$ cat config.mk
export PLATFORM = sky130hd
export DESIGN_NAME = sprite_dispatcher_flat
export DESIGN_NICKNAME = d
export VERILOG_FILES = /design/src/rtl/sprite_dispatcher_if.sv /design/src/rtl/sprite_dispatcher.sv /design/src/flat_wrapper.sv
export SDC_FILE = /design/constraint.sdc
export NUM_CORES = 1
export LEC_CHECK = 0
export CORE_ASPECT_RATIO = 1.5
export CORE_MARGIN = 2
export CORE_UTILIZATION = 37
export DETAILED_ROUTE_END_ITERATION = 7
export PLACE_DENSITY = 0.77
export SYNTH_ARGS = -nofsm -noshare
export SYNTH_HDL_FRONTEND = slang
export SYNTH_SLANG_ARGS = --single-unit
export TNS_END_PERCENT = 20
$ cat constraint.sdc
create_clock -name clock -period 1.8 [get_ports clock]
set_clock_uncertainty 0.2 [all_clocks]
set_input_delay 0.36 -clock clock [delete_from_list [all_inputs] [get_ports clock]]
set_output_delay 0.36 -clock clock [all_outputs]
set_load 0.1 [all_outputs]
$ cat src/rtl/sprite_dispatcher_if.sv
// Sprite dispatcher bus: queue head, per-engine commands,
// and the shared sprite-memory read port.
interface sprite_dispatcher_if #(
  parameter int NUM_R  = 2,
  parameter int ADDR_W = 13
);
  logic                    sprite_queue_is_empty;
  logic [7:0]              sprite_queue_sprite_id;
  logic [15:0]             sprite_queue_sprite_x;
  logic [15:0]             sprite_queue_sprite_y;
  logic [7:0]              sprite_queue_sprite_scale;
  logic                    sprite_queue_dequeue;
  logic [NUM_R-1:0]        r_start;
  logic [NUM_R*8-1:0]      r_id;
  logic [NUM_R*16-1:0]     r_x;
  logic [NUM_R*16-1:0]     r_y;
  logic [NUM_R*8-1:0]      r_scale;
  logic [NUM_R-1:0]        r_done;
  logic [NUM_R-1:0]        r_mem_req;
  logic [NUM_R*ADDR_W-1:0] r_mem_addr;
  logic [NUM_R-1:0]        r_mem_grant;
  logic [NUM_R-1:0]        r_mem_valid;
  logic                    sprite_r_en;
  logic [ADDR_W-1:0]       sprite_r_addr;

  modport master (
    input  sprite_queue_is_empty, sprite_queue_sprite_id,
    input  sprite_queue_sprite_x, sprite_queue_sprite_y,
    input  sprite_queue_sprite_scale,
    input  r_done, r_mem_req, r_mem_addr,
    output sprite_queue_dequeue, r_start,
    output r_id, r_x, r_y, r_scale,
    output r_mem_grant, r_mem_valid,
    output sprite_r_en, sprite_r_addr
  );

  modport slave (
    output sprite_queue_is_empty, sprite_queue_sprite_id,
    output sprite_queue_sprite_x, sprite_queue_sprite_y,
    output sprite_queue_sprite_scale,
    output r_done, r_mem_req, r_mem_addr,
    input  sprite_queue_dequeue, r_start,
    input  r_id, r_x, r_y, r_scale,
    input  r_mem_grant, r_mem_valid,
    input  sprite_r_en, sprite_r_addr
  );
endinterface

$ cat src/rtl/sprite_dispatcher.sv
// Dispatches queued sprite commands to free render engines
// and round-robin arbitrates the shared sprite-memory port.
module sprite_dispatcher #(
  parameter int NUM_R  = 2,
  parameter int ADDR_W = 13
) (
  input  logic clock,
  input  logic reset,
  input  logic fb_resetting,
  output logic frame_done,
  sprite_dispatcher_if.master bus
);
  localparam int RRW = (NUM_R > 1) ? $clog2(NUM_R) : 1;

  typedef enum logic {IDLE, SETTLE} state_t;

  state_t              state;
  logic [NUM_R-1:0]    claimed;
  logic [NUM_R-1:0]    sel;
  logic [NUM_R-1:0]    req;
  logic [NUM_R-1:0]    grant;
  logic [NUM_R-1:0]    valid_q;
  logic [RRW-1:0]      rr;
  logic [RRW-1:0]      gidx;
  logic [RRW-1:0]      j;
  logic [RRW-1:0]      rr_n;
  logic                found;
  logic                any_free;
  logic                go;
  logic                fb_q;
  logic                frame_active;
  logic [ADDR_W-1:0]   addr_mux;
  logic [NUM_R*8-1:0]  id_q;
  logic [NUM_R*8-1:0]  scale_q;
  logic [NUM_R*16-1:0] x_q;
  logic [NUM_R*16-1:0] y_q;

  // lowest free engine
  always_comb begin
    sel      = '0;
    any_free = 1'b0;
    for (int k = NUM_R - 1; k >= 0; k--) begin
      if (!claimed[k]) begin
        sel      = '0;
        sel[k]   = 1'b1;
        any_free = 1'b1;
      end
    end
  end

  assign go = !reset && !fb_resetting &&
              (state == IDLE) &&
              !bus.sprite_queue_is_empty &&
              any_free;

  // rr holds the index searched first
  always_comb begin
    req   = bus.r_mem_req & claimed &
            {NUM_R{!reset && !fb_resetting}};
    found = 1'b0;
    gidx  = '0;
    j     = '0;
    for (int i = 0; i < NUM_R; i++) begin
      j = RRW'((int'(rr) + i) % NUM_R);
      if (!found && req[j]) begin
        found = 1'b1;
        gidx  = j;
      end
    end
    grant = '0;
    if (found) grant[gidx] = 1'b1;
    rr_n     = RRW'((int'(gidx) + 1) % NUM_R);
    addr_mux = '0;
    for (int k = 0; k < NUM_R; k++) begin
      if (grant[k])
        addr_mux = bus.r_mem_addr[k*ADDR_W +: ADDR_W];
    end
  end

  assign frame_done = frame_active && !reset &&
                      !fb_resetting &&
                      bus.sprite_queue_is_empty &&
                      (claimed == '0) &&
                      (state == IDLE);

  always_ff @(posedge clock) begin
    if (reset) begin
      state        <= IDLE;
      claimed      <= '0;
      rr           <= '0;
      valid_q      <= '0;
      fb_q         <= 1'b0;
      frame_active <= 1'b0;
      id_q         <= '0;
      scale_q      <= '0;
      x_q          <= '0;
      y_q          <= '0;
    end else begin
      fb_q <= fb_resetting;
      if (fb_q && !fb_resetting)
        frame_active <= 1'b1;
      else if (frame_done)
        frame_active <= 1'b0;
      if (found) rr <= rr_n;
      if (fb_resetting) begin
        state   <= IDLE;
        claimed <= '0;
        valid_q <= '0;
      end else begin
        valid_q <= grant;
        // done clears before a new claim can land
        claimed <= (claimed & ~bus.r_done) |
                   (go ? sel : '0);
        unique case (state)
          IDLE:   if (go) state <= SETTLE;
          SETTLE: state <= IDLE;
        endcase
        for (int k = 0; k < NUM_R; k++) begin
          if (go && sel[k]) begin
            id_q[k*8 +: 8]     <= bus.sprite_queue_sprite_id;
            scale_q[k*8 +: 8]  <= bus.sprite_queue_sprite_scale;
            x_q[k*16 +: 16]    <= bus.sprite_queue_sprite_x;
            y_q[k*16 +: 16]    <= bus.sprite_queue_sprite_y;
          end
        end
      end
    end
  end

  assign bus.sprite_queue_dequeue = go;
  assign bus.r_start       = go ? sel : '0;
  assign bus.r_id          = id_q;
  assign bus.r_x           = x_q;
  assign bus.r_y           = y_q;
  assign bus.r_scale       = scale_q;
  assign bus.r_mem_grant   = grant;
  assign bus.r_mem_valid   = valid_q;
  assign bus.sprite_r_en   = found;
  assign bus.sprite_r_addr = addr_mux;
endmodule

$ cat src/flat_wrapper.sv
// flat-port wrapper written by rule: the top's interface ports become plain ports
module sprite_dispatcher_flat 
#(
  parameter int NUM_R  = 2,
  parameter int ADDR_W = 13
)
  (clock, reset, fb_resetting, frame_done, bus_sprite_queue_is_empty, bus_sprite_queue_sprite_id, bus_sprite_queue_sprite_x, bus_sprite_queue_sprite_y, bus_sprite_queue_sprite_scale, bus_r_done, bus_r_mem_req, bus_r_mem_addr, bus_sprite_queue_dequeue, bus_r_start, bus_r_id, bus_r_x, bus_r_y, bus_r_scale, bus_r_mem_grant, bus_r_mem_valid, bus_sprite_r_en, bus_sprite_r_addr);
  sprite_dispatcher_if #(.NUM_R(NUM_R), .ADDR_W(ADDR_W)) bus_i ();
  input  logic clock;
  input  logic reset;
  input  logic fb_resetting;
  output logic frame_done;
  input wire logic [$bits(bus_i.sprite_queue_is_empty)-1:0] bus_sprite_queue_is_empty;
  input wire logic [$bits(bus_i.sprite_queue_sprite_id)-1:0] bus_sprite_queue_sprite_id;
  input wire logic [$bits(bus_i.sprite_queue_sprite_x)-1:0] bus_sprite_queue_sprite_x;
  input wire logic [$bits(bus_i.sprite_queue_sprite_y)-1:0] bus_sprite_queue_sprite_y;
  input wire logic [$bits(bus_i.sprite_queue_sprite_scale)-1:0] bus_sprite_queue_sprite_scale;
  input wire logic [$bits(bus_i.r_done)-1:0] bus_r_done;
  input wire logic [$bits(bus_i.r_mem_req)-1:0] bus_r_mem_req;
  input wire logic [$bits(bus_i.r_mem_addr)-1:0] bus_r_mem_addr;
  output wire logic [$bits(bus_i.sprite_queue_dequeue)-1:0] bus_sprite_queue_dequeue;
  output wire logic [$bits(bus_i.r_start)-1:0] bus_r_start;
  output wire logic [$bits(bus_i.r_id)-1:0] bus_r_id;
  output wire logic [$bits(bus_i.r_x)-1:0] bus_r_x;
  output wire logic [$bits(bus_i.r_y)-1:0] bus_r_y;
  output wire logic [$bits(bus_i.r_scale)-1:0] bus_r_scale;
  output wire logic [$bits(bus_i.r_mem_grant)-1:0] bus_r_mem_grant;
  output wire logic [$bits(bus_i.r_mem_valid)-1:0] bus_r_mem_valid;
  output wire logic [$bits(bus_i.sprite_r_en)-1:0] bus_sprite_r_en;
  output wire logic [$bits(bus_i.sprite_r_addr)-1:0] bus_sprite_r_addr;
  assign bus_i.sprite_queue_is_empty = bus_sprite_queue_is_empty;
  assign bus_i.sprite_queue_sprite_id = bus_sprite_queue_sprite_id;
  assign bus_i.sprite_queue_sprite_x = bus_sprite_queue_sprite_x;
  assign bus_i.sprite_queue_sprite_y = bus_sprite_queue_sprite_y;
  assign bus_i.sprite_queue_sprite_scale = bus_sprite_queue_sprite_scale;
  assign bus_i.r_done = bus_r_done;
  assign bus_i.r_mem_req = bus_r_mem_req;
  assign bus_i.r_mem_addr = bus_r_mem_addr;
  assign bus_sprite_queue_dequeue = bus_i.sprite_queue_dequeue;
  assign bus_r_start = bus_i.r_start;
  assign bus_r_id = bus_i.r_id;
  assign bus_r_x = bus_i.r_x;
  assign bus_r_y = bus_i.r_y;
  assign bus_r_scale = bus_i.r_scale;
  assign bus_r_mem_grant = bus_i.r_mem_grant;
  assign bus_r_mem_valid = bus_i.r_mem_valid;
  assign bus_sprite_r_en = bus_i.sprite_r_en;
  assign bus_sprite_r_addr = bus_i.sprite_r_addr;
  sprite_dispatcher #(.NUM_R(NUM_R), .ADDR_W(ADDR_W)) u_core (.clock(clock), .reset(reset), .fb_resetting(fb_resetting), .frame_done(frame_done), .bus(bus_i));
endmodule
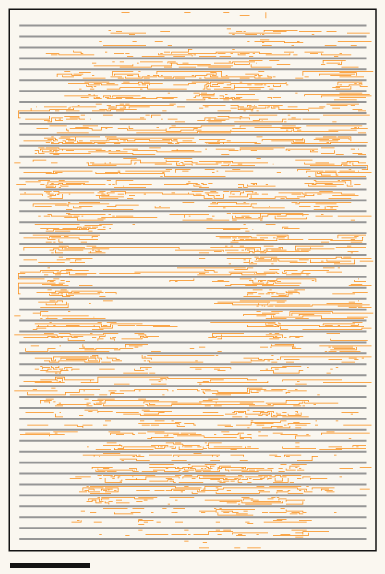
(run_1/met1.png)
The bar under the picture is 20 um long. Supply wires on this layer in grey.
share of all routed wire = 34%
main direction = horizontal
longest straight run = 23.5 um
wire length on this layer = 6020 um

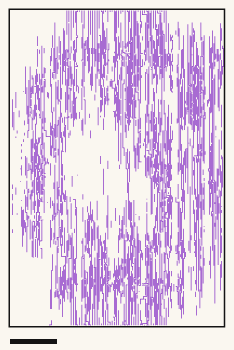
(run_1/met2.png)
The bar under the picture is 20 um long.
main direction = vertical
wire length on this layer = 9350 um
share of all routed wire = 53%
nets with wire on the layer = 714

==> results.json, run 1 <==
{
  "final_hold_viol_count": 0,
  "seq_area_sq_mm": 0.00209,
  "cts_max_path_buffers": 2,
  "endpoint": "bus_sprite_r_addr[8]",
  "rows": 47,
  "ys_types": 25,
  "ios": 200,
  "power_mw": 5.15,
  "cts_hold_buf": 0,
  "crit_path_end_kind": "primary output",
  "stdcell_count": 857,
  "drive_above_1_share_pct": 31.7,
  "synth-simple-area-share_pct": 16.2,
  "worst_path_max_delay_cell": "dfxtp_4",
  "cts-resized-gates": 80,
  "core-area_sq_mm": 0.0111,
  "synth-main-ff-cell": "dfxtp_1",
  "min_from": "u_core.fb_q",
  "area_dominant_class": "non-clock buffers",
  "setup_viol": 21,
  "clockRootBuffer": "clkbuf_16",
  "area_growth_pct": 97.2,
  "compound_area_share_pct": 24.3,
  "viasPerCell": 5.66,
  "cts_tree": "built",
  "grt_util_met3_pct": 5.62,
  "ys_cells": 506,
  "path_class": "flip-flop to primary output",
  "ir_worst_vdd_uv": 603,
  "netlist_top_cells_area": "dfxtp_1, a21oi_1, o21ai_0",
  "final_area_sq_mm": 0.00828,
  "met3_length_mm": 1.26,
  "clk_share_pct": 3.30,
  "fmax_ghz": 0.428,
  "yosys_warnings": 0,
  "initCoreUtil_pct": 38.0,
  "slew_headroom_pct": 60.9,
  "most_common_cell": "dfxtp_1",
  "grt_setup_unrepaired": "yes",
  "status": "finished, violations left",
  "hold_path_depth": 2,
  "top_layer_used": "met4",
  "antenna_cells_inserted": 0,
  "hold_path_class": "flip-flop to flip-flop",
  "power-per-cell-area_mw_per_mm2": 622,
  "comb_share_pct": 24.6,
  "postCtsSetupRepairBufs": 5,
  "sh_seq_area_pct": 25.3,
  "dpl.hpwl_mm": 11.4,
  "p_seq_share_pct": 46.2,
  "worst_pin_slew_ns": 0.587,
  "insertion_delay_ns": 0.35,
  "num_tap_cells": 147,
  "top_area_cell": "dfxtp_1",
  "mux_share_pct": 3.49,
  "p_leak_nw": 3.09,
  "drtPass1Iterations": 5,
  "drv_slew": 0,
  "top_power_group": "sequential cells",
  "ant_nets": 0,
  "crit_family": "flip-flops",
  "critPathMostFrequentCell": "buf_12",
  "nonClockInverterCount": 4,
  "p_switching_mw": 1.47,
  "max_stage_delay_ns": 0.38,
  "synth_area_per_cell_sq_um": 8.29,
  "pg_clk_mw": 1.82,
  "swShare_pct": 28.6,
  "layout.nonclk_buf_share_pct": 44.5,
  "grt_pass1_vias": 4907,
  "portBuffers": 199,
  "ys.flops": 104,
  "ys_chip_area_sq_mm": 0.00420,
  "maxCapViolations": 0,
  "finalClockPeriodUsage_pct": 130,
  "nets": 787,
  "arrival_ns": 1.78,
  "whs_endpoint": "u_core.frame_active",
  "r2r_start": "u_core.state",
  "cts.htree.levels": 3,
  "cts_made_buffers": 9,
  "xor_share_pct": 0,
  "totalWireLength_mm": 17.5,
  "gr-usage-met1_pct": 28.3,
  "dpl_cell_area_sq_mm": 0.00767,
  "synth_top_area_share_pct": 49.6,
  "grt_max_degree": 59,
  "wl_met1_mm": 6.02,
  "gp_congestion": 0.777,
  "met2WireLength_mm": 9.35,
  "dieWidth_um": 91.0,
  "wl_per_cell_um": 20.4,
  "setup_tns_ns": -9.34,
  "layout_top_cell": "buf_12",
  "synth_adder_area_share_pct": 0,
  "route.detailed.drc": 0,
  "clock_buffers": 9,
  "required_ns": 1.24,
  "syn_area_sq_mm": 0.00420,
  "crit_cells": 5,
  "period_needed_ns": 2.34,
  "antenna_found_initial": 0,
  "grt_util_all_layers_pct": 26.7,
  "ys_seq_share_pct": 49.6,
  "grt_pass1_wl_mm": 26.1,
  "worstSetupStartpointType": "flip-flop",
  "nNonClkBuffers": 245,
  "cp_cell_sequence": "nand2_4 > o2111ai_4 > buf_12 > mux2_4 > buf_12",
  "utilization_pct": 74.9,
  "r2r-end": "u_core.bus.r_id[14]",
  "pg_comb_mw": 0.949,
  "vias": 4848,
  "seq_cell_power_mw": 2.38,
  "dr.first_iter.drc_count": 402,
  "numClockSinks": 104,
  "netlist_top_cells_count": "dfxtp_1, a21oi_1, o21ai_0",
  "violations": "negative setup slack",
  "clockPowerShare_pct": 35.3,
  "startpoint": "u_core.claimed[0]",
  "top_usage_layer": "met2",
  "fillers": 711,
  "grt_overflow": 0,
  "comb_cells": 341,
  "syn_inst": 506,
  "fp_nets": 588,
  "dp.cells": 830,
  "pwr-share-comb_pct": 18.4,
  "mostFrequentLayoutCells": "buf_12, dfxtp_1, a21oi_1",
  "clkSlewWorstSetupHoldPaths_ns": 0.07,
  "die_h_um": 134,
  "finalWorstSetupSlack_ns": -0.535,
  "crit_buf_inv": 2,
  "chipArea_sq_mm": 0.0122,
  "n_sequential_cell": 104,
  "log.warning_count": 29
}
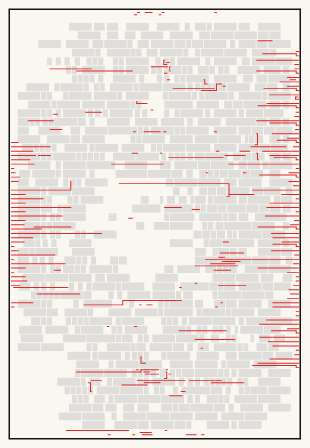
(run_1/met3.png)
nets with wire on the layer = 160
longest straight run = 34.5 um
main direction = horizontal
wire length on this layer = 1260 um
share of all routed wire = 7.2%

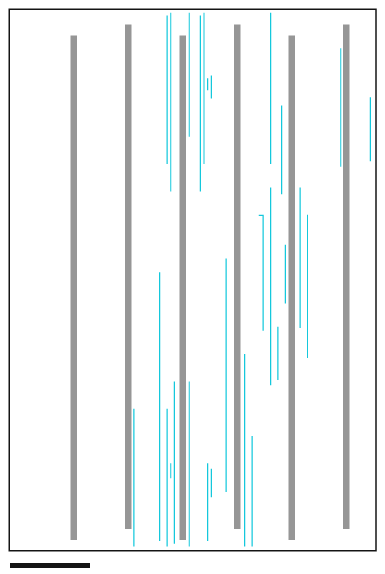
(run_1/met4.png)
The bar under the picture is 20 um long. Supply wires on this layer in grey.
longest straight run = 66.6 um
main direction = vertical
nets with wire on the layer = 27
share of all routed wire = 4.9%

==> run 2: changes to the inputs <==
--- a/config.mk
+++ b/config.mk
@@ -6,10 +6,9 @@
 export NUM_CORES = 1
 export LEC_CHECK = 0
 export CORE_ASPECT_RATIO = 1.5
-export CORE_MARGIN = 2
-export CORE_UTILIZATION = 37
+export CORE_UTILIZATION = 35
 export DETAILED_ROUTE_END_ITERATION = 7
-export PLACE_DENSITY = 0.77
+export PLACE_DENSITY = 0.73
 export SYNTH_ARGS = -nofsm -noshare
 export SYNTH_HDL_FRONTEND = slang
 export SYNTH_SLANG_ARGS = --single-unit
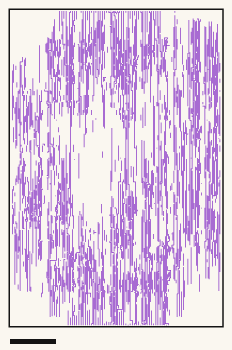
(run_2/met2.png)
The bar under the picture is 20 um long.
share of all routed wire = 55%
wire length on this layer = 10100 um

==> results.json, run 2 <==
{
  "final_area_sq_mm": 0.00862,
  "hold_path_depth": 3,
  "ys_seq_share_pct": 49.6,
  "nNonClkBuffers": 252,
  "wl_met1_mm": 6.06,
  "slew_headroom_pct": 65.9,
  "cts_hold_buf": 0,
  "final_hold_viol_count": 0,
  "grt_util_all_layers_pct": 27.4,
  "netlist_top_cells_area": "dfxtp_1, a21oi_1, o21ai_0",
  "syn_inst": 506,
  "nets": 794,
  "ys_chip_area_sq_mm": 0.00420,
  "worst_path_max_delay_cell": "mux2_4",
  "ys_types": 25,
  "gp_congestion": 0.757,
  "r2r-end": "u_core.bus.r_y[30]",
  "period_needed_ns": 2.36,
  "layout.nonclk_buf_share_pct": 44.7,
  "cts_max_path_buffers": 2,
  "r2r_start": "u_core.state",
  "netlist_top_cells_count": "dfxtp_1, a21oi_1, o21ai_0",
  "cts-resized-gates": 117,
  "comb_cells": 341,
  "critPathMostFrequentCell": "buf_12",
  "top_power_group": "sequential cells",
  "setup_viol": 60,
  "pg_clk_mw": 2.13,
  "pwr-share-comb_pct": 18.0,
  "min_from": "reset",
  "top_layer_used": "met4",
  "grt_max_degree": 49,
  "compound_area_share_pct": 24.3,
  "top_area_cell": "dfxtp_1",
  "area_dominant_class": "non-clock buffers",
  "antenna_cells_inserted": 0,
  "seq_area_sq_mm": 0.00209,
  "rows": 48,
  "n_sequential_cell": 104,
  "dpl.hpwl_mm": 11.1,
  "p_seq_share_pct": 43.3,
  "core-area_sq_mm": 0.0116,
  "crit_cells": 7,
  "yosys_warnings": 0,
  "initCoreUtil_pct": 36.2,
  "drive_above_1_share_pct": 35.8,
  "syn_area_sq_mm": 0.00420,
  "postCtsSetupRepairBufs": 6,
  "synth_adder_area_share_pct": 0,
  "power-per-cell-area_mw_per_mm2": 639,
  "pg_comb_mw": 0.991,
  "xor_share_pct": 0,
  "route.detailed.drc": 0,
  "synth_area_per_cell_sq_um": 8.29,
  "top_usage_layer": "met2",
  "clockRootBuffer": "clkbuf_16",
  "sh_seq_area_pct": 24.2,
  "endpoint": "bus_sprite_r_addr[0]",
  "grt_pass1_vias": 4915,
  "maxCapViolations": 0,
  "grt_setup_unrepaired": "yes",
  "cts_made_buffers": 9,
  "path_class": "input port to primary output",
  "violations": "negative setup slack",
  "clkSlewWorstSetupHoldPaths_ns": 0.07,
  "layout_top_cell": "buf_12",
  "chipArea_sq_mm": 0.0124,
  "drtPass1Iterations": 5,
  "dieWidth_um": 91.4,
  "crit_family": "buffers and inverters",
  "utilization_pct": 74.4,
  "num_tap_cells": 150,
  "finalWorstSetupSlack_ns": -0.556,
  "status": "finished, violations left",
  "hold_path_class": "input port to flip-flop",
  "gr-usage-met1_pct": 27.2,
  "fillers": 774,
  "dpl_cell_area_sq_mm": 0.00772,
  "viasPerCell": 5.69,
  "ios": 200,
  "clock_buffers": 12,
  "dp.cells": 832,
  "insertion_delay_ns": 0.35
}
Power figures rest on the tool's default switching activity, not on a simulated workload.
